### src/rtl/uart_bus_pkg.sv
// Shared field map, enums and pack/unpack helpers for the packed
// UART register bus, used by the bus master and the UART responder.
package uart_bus_pkg;

  // to-UART word (bus_o) bit positions
  localparam int AWVALID_B = 0;
  localparam int WVALID_B  = 1;
  localparam int AWADDR_B  = 2;
  localparam int BREADY_B  = 5;
  localparam int WDATA_B   = 6;
  localparam int ARVALID_B = 15;
  localparam int ARADDR_B  = 16;
  localparam int RREADY_B  = 19;
  localparam int M2S_W     = 20;

  // from-UART word (bus_i) bit positions
  localparam int AWREADY_B = 0;
  localparam int WREADY_B  = 1;
  localparam int BVALID_B  = 2;
  localparam int BRESP_B   = 3;
  localparam int ARREADY_B = 5;
  localparam int RVALID_B  = 6;
  localparam int RRESP_B   = 7;
  localparam int RDATA_B   = 9;
  localparam int S2M_W     = 17;

  typedef enum logic [1:0] {
    OKAY   = 2'd0,
    SLVERR = 2'd2
  } resp_t;

  typedef enum logic [2:0] {
    IDLE,
    WADDR,
    WRESP,
    RADDR,
    RDATA,
    RESP
  } state_t;

  typedef struct packed {
    logic       awvalid;
    logic       wvalid;
    logic [2:0] awaddr;
    logic       bready;
    logic [7:0] wdata;
    logic       arvalid;
    logic [2:0] araddr;
    logic       rready;
  } m2s_t;

  typedef struct packed {
    logic       awready;
    logic       wready;
    logic       bvalid;
    logic [1:0] bresp;
    logic       arready;
    logic       rvalid;
    logic [1:0] rresp;
    logic [7:0] rdata;
  } s2m_t;

  function automatic logic [M2S_W-1:0] pack_m2s(
    input m2s_t m
  );
    logic [M2S_W-1:0] w;
    w = '0;
    w[AWVALID_B]       = m.awvalid;
    w[WVALID_B]        = m.wvalid;
    w[AWADDR_B +: 3]   = m.awaddr;
    w[BREADY_B]        = m.bready;
    w[WDATA_B +: 8]    = m.wdata;
    w[ARVALID_B]       = m.arvalid;
    w[ARADDR_B +: 3]   = m.araddr;
    w[RREADY_B]        = m.rready;
    return w;
  endfunction

  function automatic s2m_t unpack_s2m(
    input logic [S2M_W-1:0] w
  );
    s2m_t s;
    s.awready = w[AWREADY_B];
    s.wready  = w[WREADY_B];
    s.bvalid  = w[BVALID_B];
    s.bresp   = w[BRESP_B +: 2];
    s.arready = w[ARREADY_B];
    s.rvalid  = w[RVALID_B];
    s.rresp   = w[RRESP_B +: 2];
    s.rdata   = w[RDATA_B +: 8];
    return s;
  endfunction

endpackage

### src/rtl/uart_bus_master.sv
// CPU-side initiator: one-outstanding req/rsp port to packed UART bus.
// Ports: clk, rst (sync, active-low), req_*, rsp_*, bus_o, bus_i.
// Optional UART_BUS_TIMEOUT_EN: forced error after TIMEOUT_CYCLES.
module uart_bus_master
  import uart_bus_pkg::*;
#(
  parameter int TIMEOUT_CYCLES = 256,
  parameter int BUS_W          = 32
) (
  input  logic             clk,
  input  logic             rst,
  input  logic             req_valid,
  output logic             req_ready,
  input  logic             req_write,
  input  logic [2:0]       req_addr,
  input  logic [7:0]       req_wdata,
  output logic             rsp_valid,
  input  logic             rsp_ready,
  output logic [7:0]       rsp_rdata,
  output logic             rsp_err,
  output logic [BUS_W-1:0] bus_o,
  input  logic [BUS_W-1:0] bus_i
);

  state_t     state_q, state_d;
  logic       req_ready_q, req_ready_d;
  logic       awvalid_q, awvalid_d;
  logic       wvalid_q, wvalid_d;
  logic       bready_q, bready_d;
  logic       arvalid_q, arvalid_d;
  logic       rready_q, rready_d;
  logic [2:0] addr_q, addr_d;
  logic [7:0] wdata_q, wdata_d;
  logic       rsp_valid_q, rsp_valid_d;
  logic [7:0] rsp_rdata_q, rsp_rdata_d;
  logic       rsp_err_q, rsp_err_d;
  logic       done;
  s2m_t       s;
  m2s_t       m;

  assign s = unpack_s2m(bus_i[S2M_W-1:0]);

  logic unused_bus_bits;
  assign unused_bus_bits = ^bus_i[BUS_W-1:S2M_W];

`ifdef UART_BUS_TIMEOUT_EN
  logic [15:0] tmo_q, tmo_d;
  logic        busy;
  assign busy = (state_q == WADDR) || (state_q == WRESP) ||
                (state_q == RADDR) || (state_q == RDATA);
`else
  localparam int unused_tmo_cycles = TIMEOUT_CYCLES;
`endif

  always_comb begin
    state_d     = state_q;
    awvalid_d   = awvalid_q;
    wvalid_d    = wvalid_q;
    bready_d    = bready_q;
    arvalid_d   = arvalid_q;
    rready_d    = rready_q;
    addr_d      = addr_q;
    wdata_d     = wdata_q;
    rsp_valid_d = rsp_valid_q;
    rsp_rdata_d = rsp_rdata_q;
    rsp_err_d   = rsp_err_q;
    done        = 1'b0;

    unique case (state_q)
      IDLE: begin
        // req_ready_q gates acceptance so nothing is taken
        // in the first cycle after reset release
        if (req_ready_q && req_valid) begin
          addr_d = req_addr;
          if (req_write) begin
            wdata_d   = req_wdata;
            awvalid_d = 1'b1;
            wvalid_d  = 1'b1;
            state_d   = WADDR;
          end else begin
            arvalid_d = 1'b1;
            state_d   = RADDR;
          end
        end
      end
      WADDR: begin
        if (awvalid_q && s.awready) awvalid_d = 1'b0;
        if (wvalid_q && s.wready)   wvalid_d  = 1'b0;
        if (!awvalid_d && !wvalid_d) begin
          bready_d = 1'b1;
          state_d  = WRESP;
          done     = 1'b1;
        end
      end
      WRESP: begin
        if (s.bvalid && bready_q) begin
          bready_d    = 1'b0;
          rsp_err_d   = (s.bresp != OKAY);
          rsp_rdata_d = 8'h00;
          rsp_valid_d = 1'b1;
          state_d     = RESP;
          done        = 1'b1;
        end
      end
      RADDR: begin
        if (s.arready) begin
          arvalid_d = 1'b0;
          rready_d  = 1'b1;
          state_d   = RDATA;
          done      = 1'b1;
        end
      end
      RDATA: begin
        if (s.rvalid) begin
          rsp_rdata_d = s.rdata;
          rsp_err_d   = (s.rresp != OKAY);
          rready_d    = 1'b0;
          rsp_valid_d = 1'b1;
          state_d     = RESP;
          done        = 1'b1;
        end
      end
      RESP: begin
        if (rsp_ready) begin
          rsp_valid_d = 1'b0;
          state_d     = IDLE;
        end
      end
      default: state_d = IDLE;
    endcase

`ifdef UART_BUS_TIMEOUT_EN
    tmo_d = busy ? tmo_q + 16'd1 : 16'd0;
    // a handshake completing this cycle beats the timeout
    if (busy && !done &&
        tmo_q == 16'(TIMEOUT_CYCLES - 1)) begin
      awvalid_d   = 1'b0;
      wvalid_d    = 1'b0;
      bready_d    = 1'b0;
      arvalid_d   = 1'b0;
      rready_d    = 1'b0;
      rsp_err_d   = 1'b1;
      rsp_rdata_d = 8'h00;
      rsp_valid_d = 1'b1;
      state_d     = RESP;
      tmo_d       = 16'd0;
    end
`endif

    req_ready_d = (state_d == IDLE);
  end

  always_ff @(posedge clk) begin
    if (!rst) begin
      state_q     <= IDLE;
      req_ready_q <= 1'b0;
      awvalid_q   <= 1'b0;
      wvalid_q    <= 1'b0;
      bready_q    <= 1'b0;
      arvalid_q   <= 1'b0;
      rready_q    <= 1'b0;
      addr_q      <= 3'd0;
      wdata_q     <= 8'h00;
      rsp_valid_q <= 1'b0;
      rsp_rdata_q <= 8'h00;
      rsp_err_q   <= 1'b0;
`ifdef UART_BUS_TIMEOUT_EN
      tmo_q       <= 16'd0;
`endif
    end else begin
      state_q     <= state_d;
      req_ready_q <= req_ready_d;
      awvalid_q   <= awvalid_d;
      wvalid_q    <= wvalid_d;
      bready_q    <= bready_d;
      arvalid_q   <= arvalid_d;
      rready_q    <= rready_d;
      addr_q      <= addr_d;
      wdata_q     <= wdata_d;
      rsp_valid_q <= rsp_valid_d;
      rsp_rdata_q <= rsp_rdata_d;
      rsp_err_q   <= rsp_err_d;
`ifdef UART_BUS_TIMEOUT_EN
      tmo_q       <= tmo_d;
`endif
    end
  end

  // address/data fields are only shown while their valid is up,
  // so an idle bus word is all zero
  always_comb begin
    m         = '0;
    m.awvalid = awvalid_q;
    m.wvalid  = wvalid_q;
    m.awaddr  = awvalid_q ? addr_q : 3'd0;
    m.bready  = bready_q;
    m.wdata   = wvalid_q ? wdata_q : 8'h00;
    m.arvalid = arvalid_q;
    m.araddr  = arvalid_q ? addr_q : 3'd0;
    m.rready  = rready_q;
  end

  assign bus_o = {{(BUS_W-M2S_W){1'b0}}, pack_m2s(m)};

  assign req_ready = req_ready_q;
  assign rsp_valid = rsp_valid_q;
  assign rsp_rdata = rsp_rdata_q;
  assign rsp_err   = rsp_err_q;

endmodule

### config.mk
export PLATFORM = sky130hd
export DESIGN_NAME = uart_bus_master
export DESIGN_NICKNAME = d
export VERILOG_FILES = /design/src/rtl/uart_bus_pkg.sv /design/src/rtl/uart_bus_master.sv
export SDC_FILE = /design/constraint.sdc
export NUM_CORES = 1
export LEC_CHECK = 0
export ABC_AREA = 1
export CAP_MARGIN = 40
export CORE_ASPECT_RATIO = 1.75
export CORE_MARGIN = 2
export CORE_UTILIZATION = 37
export CTS_CLUSTER_DIAMETER = 150
export DETAILED_ROUTE_END_ITERATION = 16
export PLACE_DENSITY = 0.87
export SLEW_MARGIN = 40
export SYNTH_ARGS = -nofsm -noshare
export SYNTH_HDL_FRONTEND = slang
export SYNTH_SLANG_ARGS = --single-unit
### constraint.sdc
create_clock -name clk -period 1.34 [get_ports clk]
set_clock_uncertainty 0.05 [all_clocks]
set_input_delay 0.268 -clock clk [delete_from_list [all_inputs] [get_ports clk]]
set_output_delay 0.268 -clock clk [all_outputs]
set_load 0.05 [all_outputs]
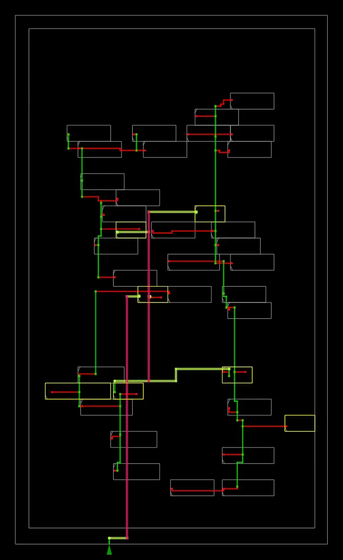
Fig. 1. Clock nets.
number of clock sinks: 30
Late-Pin Clk Latency: 0.28 ns
clock buffers created by TritonCTS: 5
CLK BUF: 6
Flops: 30

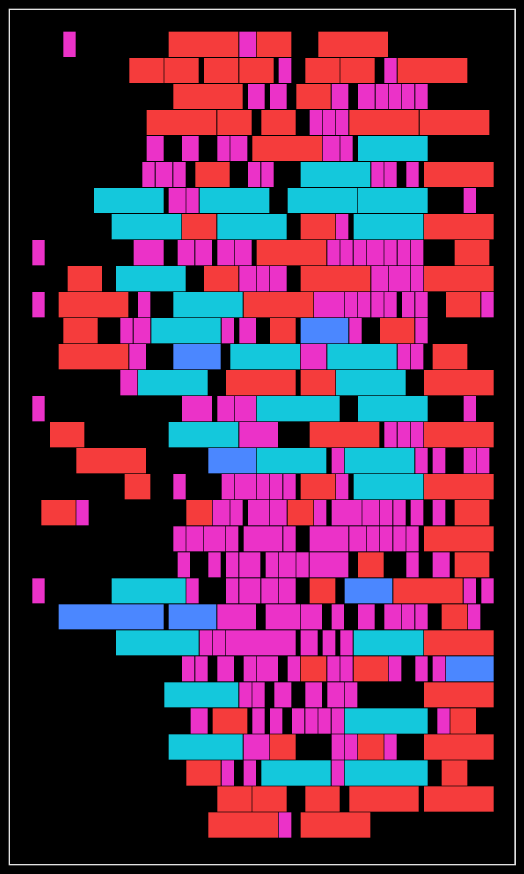
Fig. 2. Placed cells, one color a class.
legend:
  blue:
    class: clock drivers and dummy loads
    cells: 7
  cyan:
    class: registers
    cells: 30
  red:
    class: remaining buffers and delay cells
    cells: 75
  magenta:
    class: remaining logic cells
    cells: 184
core footprint: 0.004073 sq mm
Design Area, Final: 0.002676 sq mm

==> summary.txt <==
flow finished, numbers: worst hold slack 0.4405 ns, IO buf count 62, cell mode on critical path nor2_4, WP data required 1.46 ns, CP Launch Point state_q[0], Detailed Place HPWL 3422 microns, share of cells above drive strength 1 30.07%, worst setup path endpoint wdata_q[1], Comb area 723.2 sq um, Worst R2R Start state_q[0], Routed met1 length 1452 microns, Post-Synth AOI/OAI Area 12.94%, worst-case clock buffer depth 2, Placer Congestion 0.7781, Post-CTS Hold Buffers 0, Area Overhead vs Synth 74.04%, vias 1598, xor+xnor area frac 0%, ant diodes 0, switching power 0.9840 mW, Comb power 0.991 mW, Vias per Instance 4.632, grt met1 use 17.65%, Crit Path Class flop to flop, DR WL met3 172 microns, Core Util at FP 37.76%, CP endpoint kind flop, yosys warns 0, Reg2Reg Setup Slack 0.03 ns, DIE WIDTH 52.73 microns, Pleak 1.271 nW, Die ar. 0.004708 sq mm, overall die height 89.28 microns, comb area leader simple AND/OR/NAND/NOR gates, Top Ports 91, row count 31, mux contribution to synthesized area 0%, tap cell count 49, area leader, netlist dfxtp_1, Post-Syn Instances 223, Commonest flop dfxtp_1, clock-cell share of area 4.208%, PnR worst setup slack 0.03007 ns, antenna violations before repair 0, Async SR Flop Fraction 0%, status finished, final reports clean, Worst Path Arrival 1.43 ns, register area share after synthesis 39.06%, hold endpoint wdata_q[7], PwrDens 1123 mW/mm^2, GRT Max-Usage Layer met2, RR Endpoint wdata_q[1], Final ANT Viol Nets 0, distinct lib cells 24, Top Layer Used met4, drt pass-1 iters 4, cell total in the yosys stat output 223, RSZ-0062 raised after global routing true, Max-area cell share 39.06%, Setup TNS 0 ns, Clock Tree Root clkbuf_8, final period utilization 97.76%, crit path launch type flop, vias in the first global route 1606, critical path depth 6, hold crit path type flop to flop, clk slew on worst S/H paths 0.06 ns, # DRC 0, fin util 65.71%, Tot Pwr 3.006 mW, first-pass GRT wire length 6699 microns
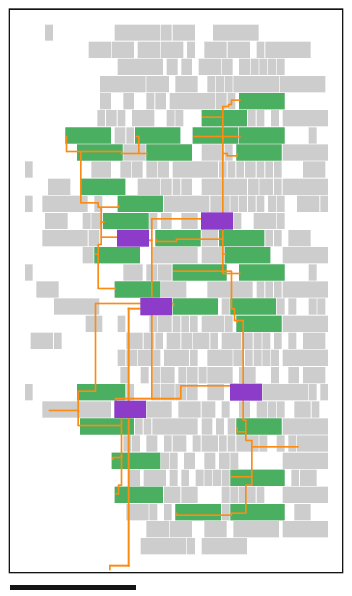
Fig. 3. Clock wires, drivers and flops.
The bar under the picture is 20 microns long.
legend:
  purple:
    item: clock-net drivers
    count: 5
  orange:
    item: clock wires
    length: 378 microns
  green:
    item: flip-flops
    count: 30
routed clock nets: 6
clock-net power: 0.918 mW
power share of the clock group: 30.5%

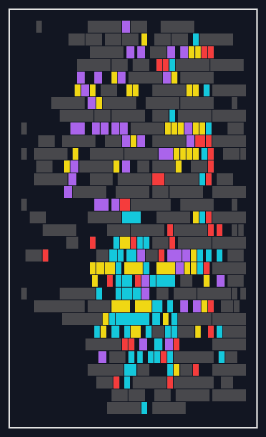
Fig. 4. Logic cells by family.
legend:
  cyan:
    family: nand cells
    cells: 53
  yellow:
    family: nor cells
    cells: 47
  red:
    family: inv cells
    cells: 32
  purple:
    family: aoi and oai cells
    cells: 39
most frequent logic cell in the layout: nand2_1
Comb/total area: 27.02%
Final Instance Count excl. Fillers: 345

Power is estimated from default activity; no workload was simulated.
